### src/rtl/program_loader_pkg.sv
// Processor-wide constants shared by the program loader and program RAM,
// plus the loader state encoding.
package program_loader_pkg;

  localparam int         PROG_ADDR_W    = 10;
  localparam int         PROG_DEPTH     = 1024;
  localparam logic [7:0] PROG_SYNC_BYTE = 8'hA5;

  typedef enum logic [2:0] {
    ST_IDLE,
    ST_HDR_HI,
    ST_HDR_LO,
    ST_DATA,
    ST_WRITE,
    ST_CHECK,
    ST_DONE,
    ST_ERROR
  } ld_state_e;

endpackage

### src/rtl/program_loader_word_packer.sv
// Packs payload bytes MSB-first into a 32-bit word and keeps the running
// XOR checksum of every payload byte in the frame.
module program_loader_word_packer
  import program_loader_pkg::*;
(
  input  logic        clk,
  input  logic        rst_n,
  input  logic        clr_i,
  input  logic        shift_i,
  input  logic [7:0]  byte_i,
  output logic [31:0] word_o,
  output logic [7:0]  chk_o,
  output logic        word_ready_o
);

  logic [31:0] word_q;
  logic [1:0]  idx_q;
  logic [7:0]  chk_q;

  always_ff @(posedge clk or negedge rst_n) begin
    if (!rst_n) begin
      word_q <= '0;
      idx_q  <= '0;
      chk_q  <= '0;
    end else if (clr_i) begin
      idx_q  <= '0;
      chk_q  <= '0;
    end else if (shift_i) begin
      word_q <= {word_q[23:0], byte_i};
      idx_q  <= idx_q + 2'd1;
      chk_q  <= chk_q ^ byte_i;
    end
  end

  // High on the transfer that completes a word; word_o holds it next cycle.
  assign word_ready_o = shift_i & (idx_q == 2'd3);
  assign word_o       = word_q;
  assign chk_o        = chk_q;

endmodule

### src/rtl/program_loader.sv
// Program RAM writer: parses SYNC/count/payload/checksum frames, writes packed
// words from address 0 and holds the CPU while a frame is in progress.
module program_loader
  import program_loader_pkg::*;
#(
  parameter int         ADDR_W    = PROG_ADDR_W,
  parameter int         DEPTH     = PROG_DEPTH,
  parameter logic [7:0] SYNC_BYTE = PROG_SYNC_BYTE
) (
  input  logic              clk,
  input  logic              rst_n,
  input  logic [7:0]        byte_in,
  input  logic              byte_valid,
  output logic              byte_ready,
  output logic              ram_we,
  output logic [ADDR_W-1:0] ram_addr,
  output logic [31:0]       ram_wdata,
  output logic              cpu_hold,
  output logic              load_done,
  output logic              load_error,
  output logic [ADDR_W:0]   words_loaded
);

  ld_state_e         state_q;
  logic              ready_q, we_q, hold_q, done_q, err_q;
  logic [ADDR_W-1:0] addr_q;
  logic [ADDR_W:0]   words_q;
  logic [15:0]       cnt_q;

  logic              xfer, sync_hit, shift, word_ready;
  logic [31:0]       pk_word;
  logic [7:0]        pk_chk;
  logic [15:0]       cnt_d;
  logic [ADDR_W:0]   words_d;

  assign xfer     = byte_valid & ready_q;
  assign sync_hit = xfer && (state_q == ST_IDLE) && (byte_in == SYNC_BYTE);
  assign shift    = xfer && (state_q == ST_DATA);
  assign cnt_d    = {cnt_q[15:8], byte_in};
  assign words_d  = words_q + (ADDR_W+1)'(1);

  program_loader_word_packer u_packer (
    .clk          (clk),
    .rst_n        (rst_n),
    .clr_i        (sync_hit),
    .shift_i      (shift),
    .byte_i       (byte_in),
    .word_o       (pk_word),
    .chk_o        (pk_chk),
    .word_ready_o (word_ready)
  );

  // byte_ready is registered: it drops on entry to WRITE/DONE/ERROR.
  always_ff @(posedge clk or negedge rst_n) begin
    if (!rst_n) begin
      state_q <= ST_IDLE;
      ready_q <= 1'b0;
      we_q    <= 1'b0;
      hold_q  <= 1'b0;
      done_q  <= 1'b0;
      err_q   <= 1'b0;
      addr_q  <= '0;
      words_q <= '0;
      cnt_q   <= '0;
    end else begin
      ready_q <= 1'b1;
      we_q    <= 1'b0;
      done_q  <= 1'b0;
      case (state_q)
        ST_IDLE: begin
          if (sync_hit) begin
            state_q <= ST_HDR_HI;
            err_q   <= 1'b0;
            words_q <= '0;
            addr_q  <= '0;
            hold_q  <= 1'b1;
          end
        end
        ST_HDR_HI: begin
          if (xfer) begin
            cnt_q[15:8] <= byte_in;
            state_q     <= ST_HDR_LO;
          end
        end
        ST_HDR_LO: begin
          if (xfer) begin
            cnt_q <= cnt_d;
            if (cnt_d == 16'd0) begin
              state_q <= ST_CHECK;
            end else if ({16'd0, cnt_d} > 32'(DEPTH)) begin
              state_q <= ST_ERROR;
              err_q   <= 1'b1;
              hold_q  <= 1'b0;
              ready_q <= 1'b0;
            end else begin
              state_q <= ST_DATA;
            end
          end
        end
        ST_DATA: begin
          if (word_ready) begin
            state_q <= ST_WRITE;
            we_q    <= 1'b1;
            ready_q <= 1'b0;
          end
        end
        ST_WRITE: begin
          words_q <= words_d;
          // The last slot of a full-depth frame keeps its address.
          if (addr_q != ADDR_W'(DEPTH-1)) addr_q <= addr_q + 1'b1;
          state_q <= (16'(words_d) == cnt_q) ? ST_CHECK : ST_DATA;
        end
        ST_CHECK: begin
          if (xfer) begin
            ready_q <= 1'b0;
            hold_q  <= 1'b0;
            if (byte_in == pk_chk) begin
              state_q <= ST_DONE;
              done_q  <= 1'b1;
            end else begin
              state_q <= ST_ERROR;
              err_q   <= 1'b1;
            end
          end
        end
        ST_DONE:  state_q <= ST_IDLE;
        ST_ERROR: state_q <= ST_IDLE;
        default:  state_q <= ST_IDLE;
      endcase
    end
  end

  assign byte_ready   = ready_q;
  assign ram_we       = we_q;
  assign ram_addr     = addr_q;
  assign ram_wdata    = pk_word;
  assign cpu_hold     = hold_q;
  assign load_done    = done_q;
  assign load_error   = err_q;
  assign words_loaded = words_q;

endmodule

### config.mk
export PLATFORM = sky130hd
export DESIGN_NAME = program_loader
export DESIGN_NICKNAME = d
export VERILOG_FILES = /design/src/rtl/program_loader_pkg.sv /design/src/rtl/program_loader_word_packer.sv /design/src/rtl/program_loader.sv
export SDC_FILE = /design/constraint.sdc
export NUM_CORES = 1
export LEC_CHECK = 0
export CAP_MARGIN = 20
export CORE_MARGIN = 5
export CORE_UTILIZATION = 35
export CTS_CLUSTER_DIAMETER = 100
export DETAILED_ROUTE_END_ITERATION = 8
export GPL_ROUTABILITY_DRIVEN = 0
export SYNTH_ARGS = -nofsm -noshare
export SYNTH_HDL_FRONTEND = slang
export SYNTH_SLANG_ARGS = --single-unit
### constraint.sdc
create_clock -name clk -period 2.5 [get_ports clk]
set_input_delay 0.625 -clock clk [delete_from_list [all_inputs] [get_ports clk]]
set_output_delay 0.625 -clock clk [all_outputs]
set_load 0.02 [all_outputs]
==> out/metrics.csv, run 1 <==
metric,value,unit
tool_warnings,26,
clockRootBuffer,clkbuf_16,
maxCapViolations,0,
relSlewSlack,0.501,
critical_path_class,flop to flop,
cp_top_family,simple AND/OR/NAND/NOR gates,
status,finished clean,
cp-start-kind,flop,
post-route-cell-area,5560,um2
num_io_pins,69,
max_stage_delay,550,ps
firstDrtPassIters,4,
num_vias,3563,
cts.htree.levels,3,
p_sw_frac,0.394,
core_area,11900,um2
wl_per_cell,15.0,um
yosysSeqAreaShare,0.518,
dp_slack,-4.19,ps
io_buffer_count,68,
dieWidth,120,um
fp_util,0.354,
max_freq,0.420,GHz
finalSetupTns,0,ps
ant_nets,0,
cts_tree,built,
syn_inst,451,
clock_path_buffers,2,
antenna_cells,0,
p_seq_frac,0.375,
final_cell_mix,"122 x nand2_1, 86 x dfrtp_1, 67 x clkdlybuf4s50_1",
die_y,120,um
synth_flops,87,
die_area,14300,um2
p_leak,2.59,nW
p_per_area,1170,nW/um2
min_path_type,input port to asynchronous set/reset pin,
synthArstFlopShare,1.00,
fin_util,0.469,
clkPwrFrac,0.199,
top_area_cell,dfrtp_1,
routed_wl,10500,um
top_area_frac,0.518,
## run 1: sequential cells by signal, indices dropped and copies added, names as in the netlist
signal and flops:
u_packer.word_o 32, cnt_q 16, words_loaded 11, ram_addr 10
u_packer.chk_o 8, state_q 3, u_packer.idx_q 2, byte_ready 1
cpu_hold 1, load_done 1, load_error 1, ram_we 1
## run 1: cell usage after synthesis, drive strengths merged, types with 2 or more instances
| master | n |
|---|---|
| xnor2 | 9 |
| and2 | 6 |
| dfrtp | 87 |
| xor2 | 22 |
| a21o | 8 |
| mux2i | 2 |
| nand2 | 122 |
| inv | 3 |
| ha | 3 |
| or4 | 3 |
| nor2 | 35 |
| mux2 | 16 |
| clkbuf | 17 |
| o31ai | 3 |
| buf | 2 |
| and4 | 6 |
| o21ai | 34 |
| a21oi | 6 |
| nand2b | 4 |
| a31oi | 6 |
| and3 | 7 |
| nor3 | 5 |
| nand4 | 7 |
| nor4 | 7 |
| nand3 | 13 |
## run 1: worst register-to-register path, stage by stage (launching register included)
cell and delay [ps]:
dfrtp_1 370, or4_4 550, nor2_4 110, nand3_2 60
or4_1 500, a2111o_1 380, a211o_1 300
## run 1: area by class of cell
| type | instances | area, um2 |
|---|---|---|
| sequential | 87 | 2180 |
| tap | 147 | 184 |
| clock buffer | 9 | 225 |
| timing repair buffer | 105 | 956 |
| inverter | 3 | 11.3 |
| fill | 1115 | 6300 |
| multi-input combinational | 342 | 1950 |
| clock inverter | 7 | 62.6 |
## run 1: power groups by stage
stage               sequential (mW)  combinational, mW  clock (mW)
detailed placement             2.46               2.80           0
finish                         2.44               2.78        1.30
floorplan                      2.70               1.33           0
global placement               2.45               2.75           0
CTS                            2.44               2.81        1.32
global route                   2.52               3.06        1.38
## run 1: path summary, 6_finish.rpt
path / slack [ps] / cells past startpoint / startpoint / end
worst max-delay path: 120 / 6 / cnt_q[14] / state_q[1]
max in group asynchronous: 1480 / 2 / rst_n / u_packer.word_o[28]
worst min-delay path: 340 / 1 / rst_n / ram_addr[6]
worst max register to register: 120 / 6 / cnt_q[14] / state_q[1]
min in group clk: 480 / 2 / u_packer.word_o[27] / u_packer.word_o[27]
worst min register to register: 480 / 2 / u_packer.word_o[27] / u_packer.word_o[27]
## run 1: cell families (layout without fill, tap and decap cells)
logic type / count (synthesis) / in the layout / synth area share
compound gates: 68 / 68 / 0.0986
xor+xnor: 31 / 31 / 0.0647
fa+ha+maj: 3 / 3 / 0.00894
buf+inv: 22 / 124 / 0.0197
flops: 87 / 87 / 0.518
mux: 18 / 18 / 0.0477
simple gates: 222 / 222 / 0.242
## run 1: layer usage
metal	track usage	routed length, um
met1	0.198	4790
met2	0.245	5050
met3	0.0283	481
met4	0.0630	191
met5	0	0
==> run_1/closeup.png <==
Region (45, 21) to (75, 51) um. Cells in grey, sequential cells in the stronger grey; small squares are vias.
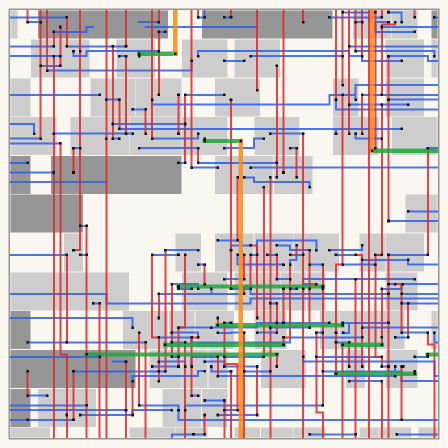
colour	layer
green	M3
orange	M4
blue	M1
red	M2
netlist names of flops here include	cnt_q (4), state_q (1)
cells with their middle in the window	55
most frequent	xnor2_1 (7), dfrtp_1 (5), buf_4 (5)
sequential cells in the window	5

==> run_1/route_heat.png <==
Drawn at 3 px/um. The die is cut into 24 by 24 equal tiles; white is low, dark blue is high, scaled to the fullest tile. Values are wire area over tile area, all layers added.
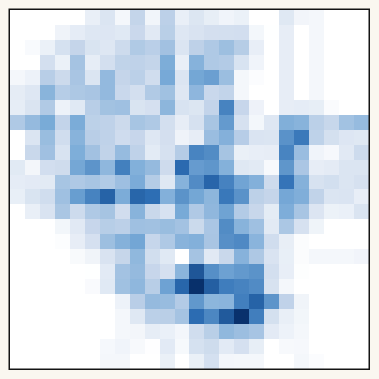
nearly empty tiles	26%
emptiest ninth of the die	lower left
tiles over half the peak	10%
densest ninth of the die	centre

==> run_1/congestion_map.png <==
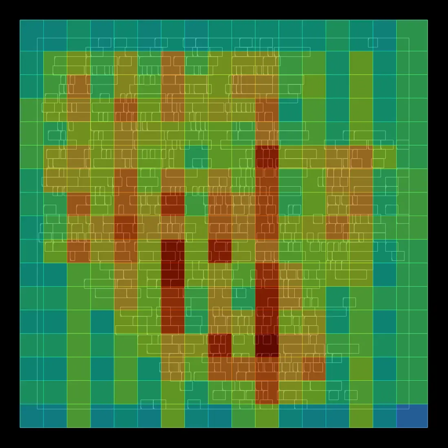
grt met3 use: 0.0283
met2 Usage GRT: 0.245

==> run_1/gates.png <==
Drawn at 4 px/um.
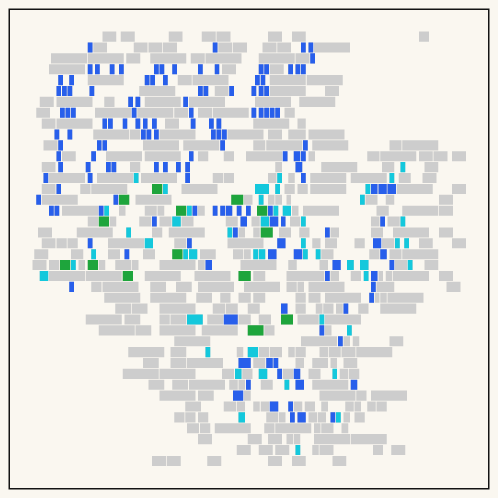
colour	family	cells
green	non-inverting ao/oa cells	14
cyan	nor cells	49
blue	nand cells	148

==> inputs of run 2 (changes only) <==
- CORE_ASPECT_RATIO: unset -> 0.7
==> run_2/route_heat.png <==
Drawn at 3 px/um. The die is cut into 28 by 20 equal tiles; white is low, dark blue is high, scaled to the fullest tile. Values are wire area over tile area, all layers added.
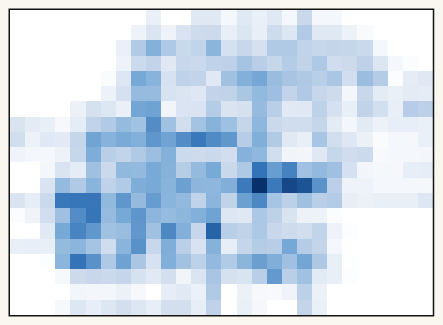
GRT Util Overall: 0.155
Routed WL: 10,800 um

==> run_2/clock_wires.png <==
Drawn at 3 px/um.
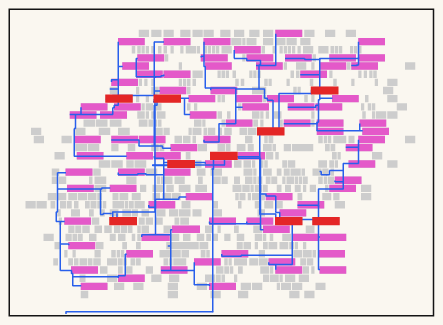
[red] clock-net drivers | count: 9
[magenta] flip-flops | count: 87
[blue] clock wires | length: 1,170 um
routed clock nets	10

==> out/metrics.csv, run 2 <==
metric,value,unit
status,finished clean,
top_area_cell,dfrtp_1,
worst_slack,69.2,ps
ff2ff_path_depth,6,
relSlewSlack,0.703,
die_y,102,um
top_cell,nand2_1,
cp-start-kind,flop,
p_seq_frac,0.362,
r2r-start,cnt_q[11],
p_per_area,1170,nW/um2
clkPwrFrac,0.207,
maxCapViolations,0,
fillCellCount,1104,
firstDrtPassIters,4,
yosysCellCount,451,
top_area_frac,0.518,
finalSetupTns,0,ps
tool_warnings,26,
syn_inst,451,
cp-startpoint,cnt_q[11],
yosys-top-cells-count,"122 x nand2_1, 87 x dfrtp_1, 34 x nor2_1, 34 x o21ai_0, 22 x xor2_1",
yosysSeqAreaShare,0.518,
wl_per_cell,15.0,um
clock_path_buffers,2,
p_leak,2.64,nW
max_freq,0.411,GHz
post-route-cell-area,5680,um2
antenna_cells,0,
io_buffer_count,68,
dieWidth,141,um
r2r_end,state_q[1],
fp_util,0.358,
die_area,14300,um2
mostFrequentLayoutCell,nand2_1,
ant_nets,0,
fin_util,0.484,
cts.htree.levels,3,
path_cells,"or4_4, nor2_4, nand3_2, or4_4, a2111o_1, a211o_1",
min_path_type,input port to asynchronous set/reset pin,
max_stage_delay,550,ps
final_cell_mix,"122 x nand2_1, 85 x dfrtp_1, 67 x clkdlybuf4s50_1",
clockRootBuffer,clkbuf_16,
ir_drop,0.471,mV
largest_register_ffs,32,
synthArstFlopShare,1.00,
syn2layout_area_growth,35.2,%
dp_slack,-85.8,ps
synth_flops,87,
power,6.66,mW
num_vias,3560,
num_io_pins,69,
rrSetupSlack,70,ps
core_area,11700,um2
syn_avg_cell_area,9.31,um2
critical_path_class,flop to flop,
cts_tree,built,
p_sw_frac,0.384,
worstSetupEndpoint,state_q[1],
end_kind,flop,
==> run_2/closeup.png <==
Region (55, 15) to (85, 45) um. Cells in grey, sequential cells in the stronger grey; small squares are vias.
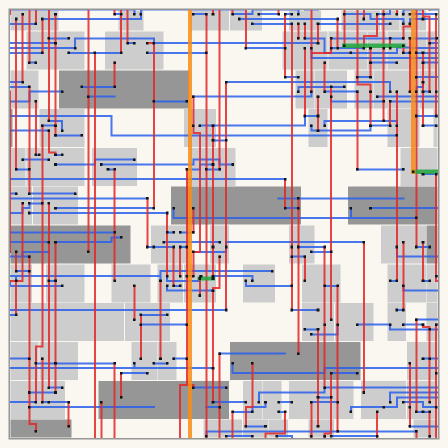
colour	layer
blue	M1
orange	M4
red	M2
green	M3
most frequent	buf_4 (10), nor2_1 (7)
cells with their middle in the window	63
netlist names of flops here include	words_loaded (3), ram_addr (2)
sequential cells in the window	6

run 2: netlist changes by cell type in the layout (fill, tap and decap cells not counted), moves of 2 or more:
cell / before / now
buf_12: 0 / 2
buf_4: 38 / 43
clkinv_4: 0 / 2
inv_6: 2 / 0
inv_8: 2 / 0
run 2: area by class of cell:
cell class	count	area [um2]	area share
repair buffers	112	1030	0.182
clock inverters	6	70.1	0.0123
flip-flops and latches	87	2180	0.384
inverters	3	11.3	0.00198
multi-input cells	342	1950	0.343
well taps	157	196	0.0346
clock buffers	10	239	0.0421
run 2: critical path: cells and delay by family, from the launching register on:
family             cells  cell delay [ps]
and+or+nand+nor        4             1190
AOI/OAI and AO/OA      2              750
DFF                    1              380
run 2: timing repair:
item | in CTS | in global routing
buffers inserted | 2 | 3
resized | 1 | 1
setup endpoints to repair | 1 | 2
pin swaps | 5 | 0
run 2: worst min path at each step:
| stage | slack (ps) | startpoint | cells past startpoint | to |
|---|---|---|---|---|
| 6_report | 220 | rst_n | 1 | words_loaded[6] |
| 5_1_grt | 250 | rst_n | 1 | words_loaded[6] |
| 4_1_cts | 230 | rst_n | 1 | cnt_q[1] |
| 3_5_place_dp | 460 | u_packer.word_o[27] | 2 | u_packer.word_o[27] |
| 3_3_place_gp | 460 | u_packer.word_o[24] | 2 | u_packer.word_o[24] |
| 2_1_floorplan | 330 | rst_n | 0 | byte_ready |
run 2: power groups by stage:
| stage | registers, mW | logic (mW) | clock network [mW] |
|---|---|---|---|
| 2_1_floorplan | 2.70 | 1.33 | 0 |
| 3_3_place_gp | 2.43 | 2.77 | 0 |
| 3_5_place_dp | 2.44 | 2.83 | 0 |
| 4_1_cts | 2.42 | 2.86 | 1.41 |
| 5_1_grt | 2.49 | 3.13 | 1.47 |
| 6_report | 2.41 | 2.87 | 1.38 |
run 2: routing by layer:
metal	track usage	wire length, um	vias up
met4	0.0424	126	0
met5	0	0	-
li1	-	-	1752
met1	0.225	5370	1721
met2	0.232	4850	76
met3	0.0368	412	11
run 2: kinds of logic after synthesis:
group	after synthesis	share of synthesized area
compound gates	68	0.0986
mux	18	0.0477
xor+xnor	31	0.0647
fa+ha+maj	3	0.00894
simple gates	222	0.242
flops	87	0.518
buf+inv	22	0.0197
Power figures rest on the tool's default switching activity, not on a simulated workload.
